Figure 1. Sequential cells grouped by signal name (run 1).
Other sequential cells in the stronger grey, the rest of the logic in the fainter grey.
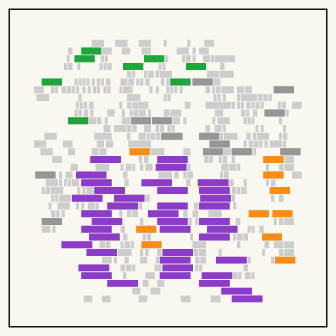
Figure 2. Floorplan with the power grid (run 1).
The bar under the picture is 20 µm long. Pins as bars on the die edge. Tap cells in grey.
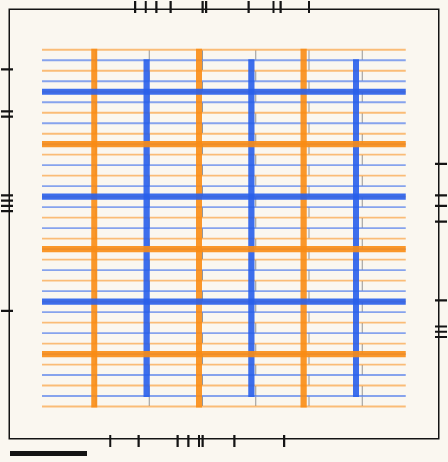
Figure 3. Wiring by layer (run 1).
Two of the layers only.
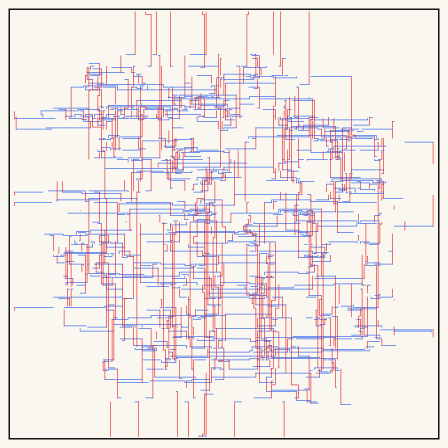
### src/rtl/imsic_msi_sender.sv
// ============================================================================
// imsic_msi_sender
// ----------------------------------------------------------------------------
// Transmit end of the IMSIC MSI delivery link. Validated MSI write requests
// {hart, file, eid} are buffered in a small FIFO. Each one is then sent on a
// fixed-timing level-pulse link that has no acknowledge. The info word is
// loaded, msi_info_vld is held high for VLD_CYCLES cycles, and then the info
// word is held stable for HOLD_CYCLES more cycles. The receiver samples the
// info word on its synchronised falling edge of vld, so the hold window is
// what makes that sample safe.
//
// Ports
//   clk             block clock
//   rst             synchronous active-high reset
//   i_req_vld       request valid
//   o_req_rdy       request ready (FIFO not full, registered-count based)
//   i_req_hart      target hart
//   i_req_file      target interrupt file (0=M, 1=S, 2+ = VS)
//   i_req_eid       interrupt identity
//   o_msi_info      link info word, packed {hart, file, eid}
//   o_msi_info_vld  link valid level
//   o_busy          FIFO non-empty or link FSM not idle
//   o_drop_cnt      saturating count of rejected (malformed) requests
// ============================================================================
module imsic_msi_sender #(
    parameter int NR_HARTS        = 4,
    parameter int NR_HARTS_WIDTH  = 2,
    parameter int NR_INTP_FILES   = 7,
    parameter int NR_SRC          = 32,
    parameter int FIFO_DEPTH      = 4,
    parameter int VLD_CYCLES      = 4,
    parameter int HOLD_CYCLES     = 4,
    localparam int NR_SRC_WIDTH    = $clog2(NR_SRC),
    localparam int INTP_FILE_WIDTH = $clog2(NR_INTP_FILES),
    localparam int MSI_INFO_WIDTH  = NR_HARTS_WIDTH + INTP_FILE_WIDTH + NR_SRC_WIDTH
) (
    input  logic                       clk,
    input  logic                       rst,
    input  logic                       i_req_vld,
    output logic                       o_req_rdy,
    input  logic [NR_HARTS_WIDTH-1:0]  i_req_hart,
    input  logic [INTP_FILE_WIDTH-1:0] i_req_file,
    input  logic [NR_SRC_WIDTH-1:0]    i_req_eid,
    output logic [MSI_INFO_WIDTH-1:0]  o_msi_info,
    output logic                       o_msi_info_vld,
    output logic                       o_busy,
    output logic [7:0]                 o_drop_cnt
);

    localparam int PTR_W   = $clog2(FIFO_DEPTH);
    localparam int CNT_W   = PTR_W + 1;
    localparam int TMR_MAX = (VLD_CYCLES > HOLD_CYCLES) ? VLD_CYCLES : HOLD_CYCLES;
    localparam int TMR_W   = $clog2(TMR_MAX) + 1;

    typedef enum logic [1:0] {
        S_IDLE,
        S_HIGH,
        S_HOLD
    } state_t;

    state_t                    state;
    logic [TMR_W-1:0]          tmr;

    logic [MSI_INFO_WIDTH-1:0] mem [FIFO_DEPTH];
    logic [PTR_W-1:0]          wr_ptr;
    logic [PTR_W-1:0]          rd_ptr;
    logic [CNT_W-1:0]          count;

    logic                      accept;
    logic                      req_ok;
    logic                      push;
    logic                      pop;

    // The fields are compared at 32 bits. With the default parameters some
    // of the range limits fill the whole field, so at native width those
    // compares would be constant.
    logic [31:0] hart_ext;
    logic [31:0] file_ext;
    logic [31:0] eid_ext;

    assign hart_ext = 32'(i_req_hart);
    assign file_ext = 32'(i_req_file);
    assign eid_ext  = 32'(i_req_eid);

    assign req_ok = (eid_ext != 32'd0) &&
                    (eid_ext  < 32'(NR_SRC)) &&
                    (file_ext < 32'(NR_INTP_FILES)) &&
                    (hart_ext < 32'(NR_HARTS));

    // Ready comes only from the registered count. A pop in the full cycle
    // raises ready one cycle later; there is no bypass.
    assign o_req_rdy = (count != CNT_W'(FIFO_DEPTH));
    assign accept    = i_req_vld && o_req_rdy;
    // Malformed requests are consumed (handshake completes) but never stored.
    assign push      = accept && req_ok;
    assign pop       = (state == S_IDLE) && (count != '0);

    assign o_busy    = (count != '0) || (state != S_IDLE);

    // ------------------------------------------------------------------
    // FIFO storage
    // ------------------------------------------------------------------
    // NOTE: the storage array has no reset. Emptiness is tracked only by
    // count/pointers, so stale contents are never observed, and leaving the
    // array unreset lets it map onto plain registers or LUT-RAM.
    always_ff @(posedge clk) begin
        if (push) begin
            mem[wr_ptr] <= {i_req_hart, i_req_file, i_req_eid};
        end
    end

    // NOTE: all sequential state uses non-blocking assignments, so every
    // always_ff sees the values from before the edge no matter in which
    // order the simulator evaluates the blocks.
    always_ff @(posedge clk) begin
        if (rst) begin
            wr_ptr <= '0;
            rd_ptr <= '0;
            count  <= '0;
        end else begin
            // FIFO_DEPTH is a power of two, so the pointers wrap naturally.
            if (push) wr_ptr <= wr_ptr + 1'b1;
            if (pop)  rd_ptr <= rd_ptr + 1'b1;
            case ({push, pop})
                2'b10:   count <= count + 1'b1;
                2'b01:   count <= count - 1'b1;
                default: count <= count;
            endcase
        end
    end

    // ------------------------------------------------------------------
    // Drop counter (saturating)
    // ------------------------------------------------------------------
    always_ff @(posedge clk) begin
        if (rst) begin
            o_drop_cnt <= '0;
        end else if (accept && !req_ok && (o_drop_cnt != 8'hFF)) begin
            o_drop_cnt <= o_drop_cnt + 8'd1;
        end
    end

    // ------------------------------------------------------------------
    // Link FSM: IDLE -> HIGH (VLD_CYCLES) -> HOLD (HOLD_CYCLES) -> IDLE
    // o_msi_info is loaded only on the pop edge and is otherwise frozen.
    // It stays stable through HOLD and keeps its last value in IDLE.
    // ------------------------------------------------------------------
    always_ff @(posedge clk) begin
        if (rst) begin
            state          <= S_IDLE;
            tmr            <= '0;
            o_msi_info     <= '0;
            o_msi_info_vld <= 1'b0;
        end else begin
            case (state)
                S_IDLE: begin
                    if (pop) begin
                        o_msi_info     <= mem[rd_ptr];
                        o_msi_info_vld <= 1'b1;
                        tmr            <= TMR_W'(VLD_CYCLES - 1);
                        state          <= S_HIGH;
                    end
                end
                S_HIGH: begin
                    if (tmr == '0) begin
                        o_msi_info_vld <= 1'b0;
                        tmr            <= TMR_W'(HOLD_CYCLES - 1);
                        state          <= S_HOLD;
                    end else begin
                        tmr <= tmr - 1'b1;
                    end
                end
                S_HOLD: begin
                    if (tmr == '0) begin
                        state <= S_IDLE;
                    end else begin
                        tmr <= tmr - 1'b1;
                    end
                end
                default: begin
                    state          <= S_IDLE;
                    o_msi_info_vld <= 1'b0;
                end
            endcase
        end
    end

endmodule

### config.mk
export PLATFORM = sky130hd
export DESIGN_NAME = imsic_msi_sender
export DESIGN_NICKNAME = d
export VERILOG_FILES = /design/src/rtl/imsic_msi_sender.sv
export SDC_FILE = /design/constraint.sdc
export NUM_CORES = 1
export LEC_CHECK = 0
export ABC_AREA = 1
export CAP_MARGIN = 5
export CORE_MARGIN = 8
export CORE_UTILIZATION = 35
export DETAILED_ROUTE_END_ITERATION = 10
export GPL_ROUTABILITY_DRIVEN = 0
export HOLD_SLACK_MARGIN = 0.03
export PLACE_DENSITY_LB_ADDON = 0.1
export SLEW_MARGIN = 10
export SYNTH_ARGS = -nofsm -noshare
export SYNTH_HDL_FRONTEND = slang
export SYNTH_SLANG_ARGS = --single-unit
### constraint.sdc
create_clock -name clk -period 2.02 [get_ports clk]
set_clock_uncertainty 0.15 [all_clocks]
set_input_delay 0.404 -clock clk [delete_from_list [all_inputs] [get_ports clk]]
set_output_delay 0.404 -clock clk [all_outputs]
set_load 0.02 [all_outputs]
==> impl_metrics.toml, run 1 <==
# synthesis and place-and-route metrics
[outcome]
status = "complete, no violations"

[drt]
wirelength_um = 6890
dr.pass1.iters = 4
wl_met1_um = 3390
wl_per_cell_um = 13.2
drt_iter0_drc = 120
vias_per_cell = 4.66

[clock_network]
cts_root_buf = "clkbuf_8"
cts_sinks = 71
clk_latency_ns = 0.35
cts.path.max_buffers = 2

[die]
rows = 34
die-area_um2 = 12300
die_w_um = 111
initCoreUtil_pct = 36.2

[pwr]
p_leak_nw = 1.71
power_frac_comb_pct = 39.4
cellPowerDensity_nw_per_um2 = 1170
power_w = 0.00469
switching_share_pct = 37.1
p_seq_share_pct = 39.6

[synthesis]
syn_inst = 343
ys_cells = 343
ys_area_um2 = 3160
fp_nets = 369
postSynthAreaPerCell_um2 = 9.20

[job]
cap_violations = 0

[final_timing]
max-slew-margin-rel_pct = 74.3
timing.hold.ws_ns = 0.270
hold_violations = 0
layout_setup_ws_ns = 0.0661
rsz0062_at_grt = "no"
post-route-period-util_pct = 96.7

[finish]
drive_above_1_share_pct = 16.0
final_util_pct = 46.1
area_growth_pct = 27.4
antennaDiodeCount = 0

[place]
hpwl_um = 4680

[worst_setup_path]
crit_fanout = 5
path_delay_family = "buffers and inverters"
worstSetupEndpointType = "output pin"
cp.depth = 1
crit_slowest_cell = "clkdlybuf4s50_1"
r2r_cells = 10

[worst_hold_path]
hp-class = "in2reg"
hold_depth = 2

[grt]
antenna_found_initial = 0
-- Figure 1 (at the start) --
colour	signal	placed flops
purple	mem	40
orange	o_msi_info	10
green	o_drop_cnt	8
not coloured	13

-- Figure 2 (at the start) --
colour	net
orange	VSS
blue	VDD
tap cells	108
signal pins	34

-- Figure 3 (at the start) --
colour	layer	wire length
red	met2	3140 µm
blue	met1	3390 µm

-- run 1: path summary, 6_finish.rpt --
kind                        from              to  slack, ns
hold reg to reg   o_msi_info_vld  o_msi_info_vld       0.30
setup / recovery   o_drop_cnt[6]   o_drop_cnt[6]       0.07
setup reg to reg        count[0]        count[2]       0.13
hold / removal     i_req_file[1]       mem[1][6]       0.27
-- run 1: kinds of logic (layout without fill, tap and decap cells) --
kind of cell    after synthesis  after routing  share of synthesized area, %
flops                        71             71                          57.7
compound gates               70             70                          12.2
buf+inv                      52            122                          6.54
fa+ha+maj                    13             13                          5.39
simple gates                137            137                          18.1
-- run 1: cell type report --
type	count	area [µm²]
fillers	850	4700
flip-flops and latches	71	1820
multi-input cells	220	1160
repair buffers	64	583
inverters	42	158
well taps	108	135
clock buffers	11	131
clock inverters	5	33.8
-- run 1: synth_stat cells --
library cell   n  area (µm²)
nand2_2        2        12.5
a21oi_1       14        70.1
nand3_2        2        20.0
buf_2          3        15.0
inv_1         41         154
ha_1          12         150
nor2_4         1        11.3
nand4_1        2        12.5
clkbuf_1       6        22.5
dfxtp_1       31         621
o22ai_1       10        62.6
nand2_1       44         165
buf_6          1        11.3
o21ai_0       44         220
inv_2          1        3.75
nor2_1        74         278
nor3_1         1        5.00
a21oi_4        2        32.5
nand3_4        1        17.5
fa_1           1        20.0
nand3_1       10        50.1
edfxtp_1      40        1200
-- run 1: state kept, by name, indices dropped and copies added, names as in the netlist --
signal,cells
rd_ptr,2
mem,40
o_msi_info_vld,1
o_msi_info,10
wr_ptr,2
tmr,3
state,2
o_drop_cnt,8
count,3
-- run 1: layer usage --
| metal | GRT usage (%) | vias to the layer above |
|---|---|---|
| met2 | 18.1 | 32 |
| met1 | 14.1 | 1124 |
| met4 | 6.31 | 0 |
| met5 | 0 | - |
| met3 | 2.65 | 10 |
| li1 | - | 1261 |
-- run 1: power groups by stage --
stage | logic, W | registers, W | clock network (W)
global placement | 0.00181 | 0.00189 | 0
floorplan | 0.00108 | 0.00198 | 0
CTS | 0.00185 | 0.00186 | 0.00103
global route | 0.00210 | 0.00188 | 0.00108
finish | 0.00185 | 0.00186 | 0.000989
detailed placement | 0.00183 | 0.00189 | 0
-- run 1: stage by stage --
step	setup TNS, ns	instance area (µm²)	instances
4_1_cts	0	3990	519
2_1_floorplan	0	3170	343
5_1_grt	0	4020	521
3_5_place_dp	-7.63	3810	502
3_3_place_gp	-7.02	3810	502
6_report	0	4020	521
-- run 1: what timing repair did --
item / 4_1_cts / 5_1_grt
pin swaps: 6 / 4
setup endpoints to repair: 4 / 7
gates resized: 14 / 12
buffers inserted: 1 / 2
==> run 2: changes to the inputs <==
Settings changed: CORE_UTILIZATION 35 to 50.
Figure 4. M4 wires (run 2).
Cells faint in the background.
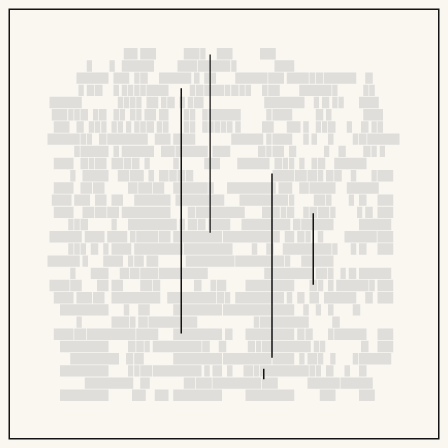
wire length on this layer	152 µm
longest straight run	54.4 µm

==> run 2 against run 1 <==
Routed wire length fell by 7.0%; count of clock-buffer cells in the layout fell by 1; combinational power barely moved; synthesized cell count did not move; largest cell class unchanged; largest power group unchanged.
==> impl_metrics.toml, run 2 <==
# synthesis and place-and-route metrics
[outcome]
status = "complete, no violations"

[worst_setup_path]
crit_fanout = 6
path_delay_family = "buffers and inverters"
crit_slowest_cell = "clkdlybuf4s50_1"

[grt]
antenna_found_initial = 0

[die]
initCoreUtil_pct = 50.6
die_w_um = 95.4
die-area_um2 = 9110

[final_timing]
hold_violations = 0
layout_setup_ws_ns = 0.0519
timing.hold.ws_ns = 0.233
post-route-period-util_pct = 97.4
setup_tns_ns = 0

[pwr]
switching_share_pct = 35.4
cellPowerDensity_nw_per_um2 = 1220
p_seq_share_pct = 37.3
power_frac_comb_pct = 37.4

[job]
cap_violations = 0

[synthesis]
xor_area_share_pct = 0
syn_inst = 343
common_cells = "74 x nor2_1, 44 x nand2_1, 44 x o21ai_0"
synth_top_flop_cell = "edfxtp_1"
synthTopLogicFamily = "simple AND/OR/NAND/NOR gates"
ys_area_um2 = 3160
postSynthAreaPerCell_um2 = 9.20
synth-simple-area-share_pct = 18.1
synthAoiAreaFrac_pct = 12.2
top_area_cell = "edfxtp_1"
synth_top_cell_by_count = "nor2_1"
mux_share_pct = 0
async_flop_share_pct = 0

[drt]
wirelength_um = 6410
dr.pass1.iters = 4
drt_iter0_drc = 139

[clock_network]
cts.path.max_buffers = 2

[place]
placed_cells = 473

[worst_hold_path]
hp-class = "in2reg"

[finish]
antennaDiodeCount = 0
reg.largest.list = "mem (40), o_msi_info (10), o_drop_cnt (8)"
Figure 5. Floorplan with the power grid (run 2).
The bar under the picture is 20 µm long. Pins as bars on the die edge. Tap cells in grey.
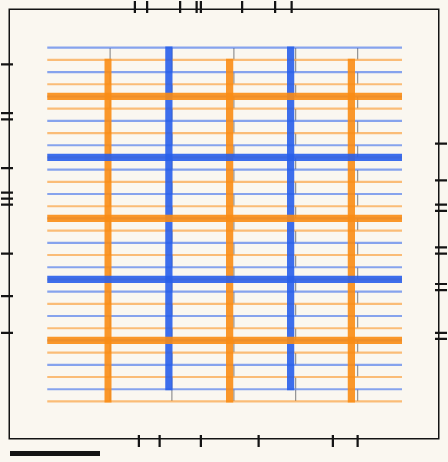
colour	net
blue	VDD
orange	VSS
met4 straps	5
tap cells	77
met5 straps	5
met1 rails	30
signal pins	34

## run 2: cell counts after synthesis
Identical to the previous run, type by type.
## run 2: path summary, 6_finish.rpt
path / cells after the start / endpoint / startpoint / slack, ns
max: 1 / o_drop_cnt[3] / o_drop_cnt[3] / 0.05
min: 2 / mem[3][4] / i_req_eid[4] / 0.23
max reg2reg: 11 / count[2] / state[0] / 0.12
min reg2reg: 2 / o_msi_info_vld / o_msi_info_vld / 0.30
## run 2: metrics by stage
| stage | area [µm²] | utilization (%) | power, W |
|---|---|---|---|
| floorplan | 3170 | - | 0.00306 |
| global placement | 3770 | 60.4 | 0.00363 |
| detailed placement | 3770 | 60.4 | 0.00367 |
| CTS | 4000 | 64.1 | 0.00494 |
| global route | 4080 | 65.4 | 0.00533 |
| finish | 4080 | 65.4 | 0.00497 |
## run 2: power groups by stage
stage / Sequential [W] / Combinational, W / Clock (W)
6_report: 0.00186 / 0.00186 / 0.00126
4_1_cts: 0.00185 / 0.00180 / 0.00129
2_1_floorplan: 0.00198 / 0.00108 / 0
5_1_grt: 0.00188 / 0.00210 / 0.00135
3_3_place_gp: 0.00188 / 0.00175 / 0
3_5_place_dp: 0.00189 / 0.00178 / 0
## run 2: layout make-up
| class | count | area (µm²) | area share (%) |
|---|---|---|---|
| well taps | 77 | 96.3 | 2.36 |
| multi-input cells | 220 | 1190 | 29.1 |
| clock buffers | 10 | 128 | 3.13 |
| inverters | 42 | 163 | 3.99 |
| repair buffers | 65 | 589 | 14.4 |
| flip-flops and latches | 71 | 1820 | 44.7 |
| clock inverters | 6 | 93.8 | 2.30 |
## run 2: cell families (layout without fill, tap and decap cells)
family | after synthesis | count (layout)
flip-flops | 71 | 71
AND-OR/OR-AND | 70 | 70
buffers and inverters | 52 | 123
AND/OR/NAND/NOR | 137 | 137
adder cells (fa/ha/maj) | 13 | 13
## run 2: per-layer routing
layer	share of wire, %	global-route usage, %	vias up
met5	0	0	-
met4	2.4	8.07	0
met3	5.0	3.70	14
met1	49	19.7	1091
met2	44	23.1	59
li1	-	-	1262
## run 2: what timing repair did
action | in CTS | in global routing
pin swaps | 3 | 8
buffers inserted | 1 | 1
endpoints found under the setup margin | 4 | 4
resized | 9 | 27
==> run 3: changes to the inputs <==
Settings changed: CORE_UTILIZATION 50 to 56.
Clock period 2.02 ns to 2.1 ns, I/O delays scaled along.
Figure 6. Floorplan with the power grid (run 3).
The bar under the picture is 20 µm long. Pins as bars on the die edge. Tap cells in grey.
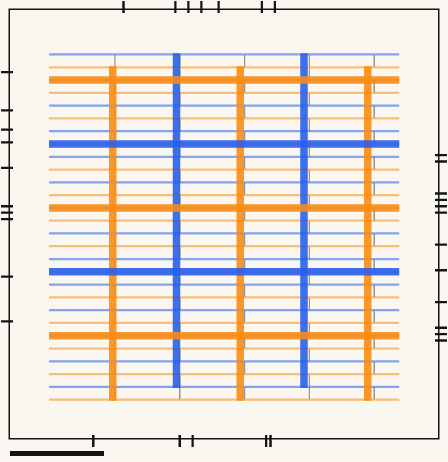
colour	net
orange	VSS
blue	VDD
met1 rails	28
met5 straps	5
tap cells	72

==> run 3 against run 2 <==
Global-route usage grew 0.72 points; total power shrank 7.3%; largest cell class unchanged; register-to-register slack lost 0.06 ns; clock power shrank about 20%; cell count shrank 2.0%; flip-flop count is the same.
==> impl_metrics.toml, run 3 <==
# synthesis and place-and-route metrics
[outcome]
status = "complete, no violations"

[finish]
logic_area_um2 = 1160
flop_area_um2 = 1820
nFillCells = 451
antennaDiodeCount = 0
layout.cells.most_common = "nor2_1"
nNetsFinal = 430
final_area_um2 = 3960
reg.largest.list = "mem (40), o_msi_info (10), o_drop_cnt (8)"

[worst_setup_path]
crit_end = "count[2]"
r2r_end = "count[2]"
r2r_cells = 11
cp.depth = 10
crit_fanout = 3
crit_type = "in2reg"
rr_startpoint = "state[0]"
crit_slowest_cell = "clkdlybuf4s50_1"
critPathLaunch = "i_req_file[1]"

[synthesis]
common_cells = "74 x nor2_1, 44 x nand2_1, 44 x o21ai_0"
postSynthAreaPerCell_um2 = 9.20
async_flop_share_pct = 0
top_area_cell = "edfxtp_1"
synth_top_cell_by_count = "nor2_1"
ys_seq_share_pct = 57.7
synth_top_flop_cell = "edfxtp_1"
syn_inst = 343
ys_area_um2 = 3160

[final_timing]
layout_setup_ws_ns = 0.00527
fmax_mhz = 477
slew_violations = 0
hold_violations = 0
post-route-period-util_pct = 99.7

[grt]
grt_max_degree = 22
antenna_found_initial = 0

[worst_hold_path]
hp-class = "in2reg"
worstHoldStart = "i_req_eid[2]"

[place]
dp_slack_ns = -0.522
placed_cell_area_um2 = 3730

[die]
die-area_um2 = 8290
initCoreUtil_pct = 57.7
die_w_um = 91.1
core_um2 = 5470

[clock_network]
cts_sinks = 71
cts.path.max_buffers = 2

[drt]
dr.pass1.iters = 4
drt_iter0_drc = 125
wirelength_um = 6430

[pwr]
cellPowerDensity_nw_per_um2 = 1160

[job]
cap_violations = 0
Figure 7. Congestion heat map (run 3).
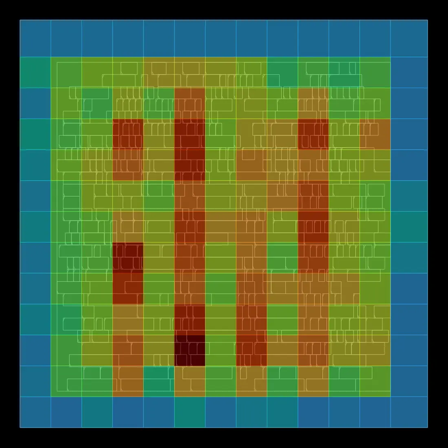
grt met3 use: 4.53%
DR WL/cell: 13.4 µm
met2 usage: 24.7%

-- run 3: logic make-up (layout without fill, tap and decap cells) --
| logic type | Yosys count | count (layout) | share of synthesized area [%] |
|---|---|---|---|
| AND/OR/NAND/NOR | 137 | 137 | 18.1 |
| AND-OR/OR-AND | 70 | 70 | 12.2 |
| buffers and inverters | 52 | 118 | 6.54 |
| flip-flops | 71 | 71 | 57.7 |
| adder cells (fa/ha/maj) | 13 | 13 | 5.39 |
-- run 3: worst min-delay path by stage --
stage,end,cells past startpoint
final,mem[0][2],2
after CTS,o_msi_info_vld,2
after global placement,o_msi_info_vld,2
after detailed placement,o_msi_info_vld,2
after floorplan,tmr[2],2
after global routing,mem[1][2],2
-- run 3: cell type report --
cell class	instances	share of cell area (%)
multi-input combinational	220	29.3
clock inverter	6	1.74
clock buffer	10	3.22
inverter	42	3.98
timing repair buffer	60	13.5
tap	72	2.27
sequential	71	46.0
-- run 3: timing repair --
| action | in CTS | in global routing |
|---|---|---|
| cloned | 0 | 0 |
| endpoints found under the setup margin | 3 | 3 |
| resized | 8 | 11 |
| setup buffers | 0 | 0 |
| pin swaps | 2 | 6 |
-- run 3: report_power, final --
part / total (W) / internal (W) / switching [W]
clock network: 0.00107 / 0.000555 / 0.000516
registers: 0.00179 / 0.00169 / 0.000102
logic: 0.00175 / 0.000683 / 0.00106
-- run 3: layer usage --
layer / vias to the layer above / GRT usage [%] / share of wire (%)
li1: 1254 / - / -
met1: 1151 / 20.1 / 47
met2: 55 / 24.7 / 47
met3: 10 / 4.53 / 4.5
met4: 0 / 7.50 / 1.9
met5: - / 0 / 0
-- run 3: through the flow --
stage / cells / total power (W) / setup TNS (ns) / hold slack, ns / utilization [%]
final: 481 / 0.00461 / 0 / 0.291 / 72.4
after global routing: 481 / 0.00490 / -0.106 / 0.308 / 72.4
after CTS: 481 / 0.00457 / 0 / 0.300 / 71.8
after detailed placement: 465 / 0.00350 / -2.27 / 0.288 / 68.2
after global placement: 465 / 0.00345 / -1.45 / 0.283 / 68.2
after floorplan: 343 / 0.00292 / 0 / 0.310 / -
Power is estimated from default activity; no workload was simulated.
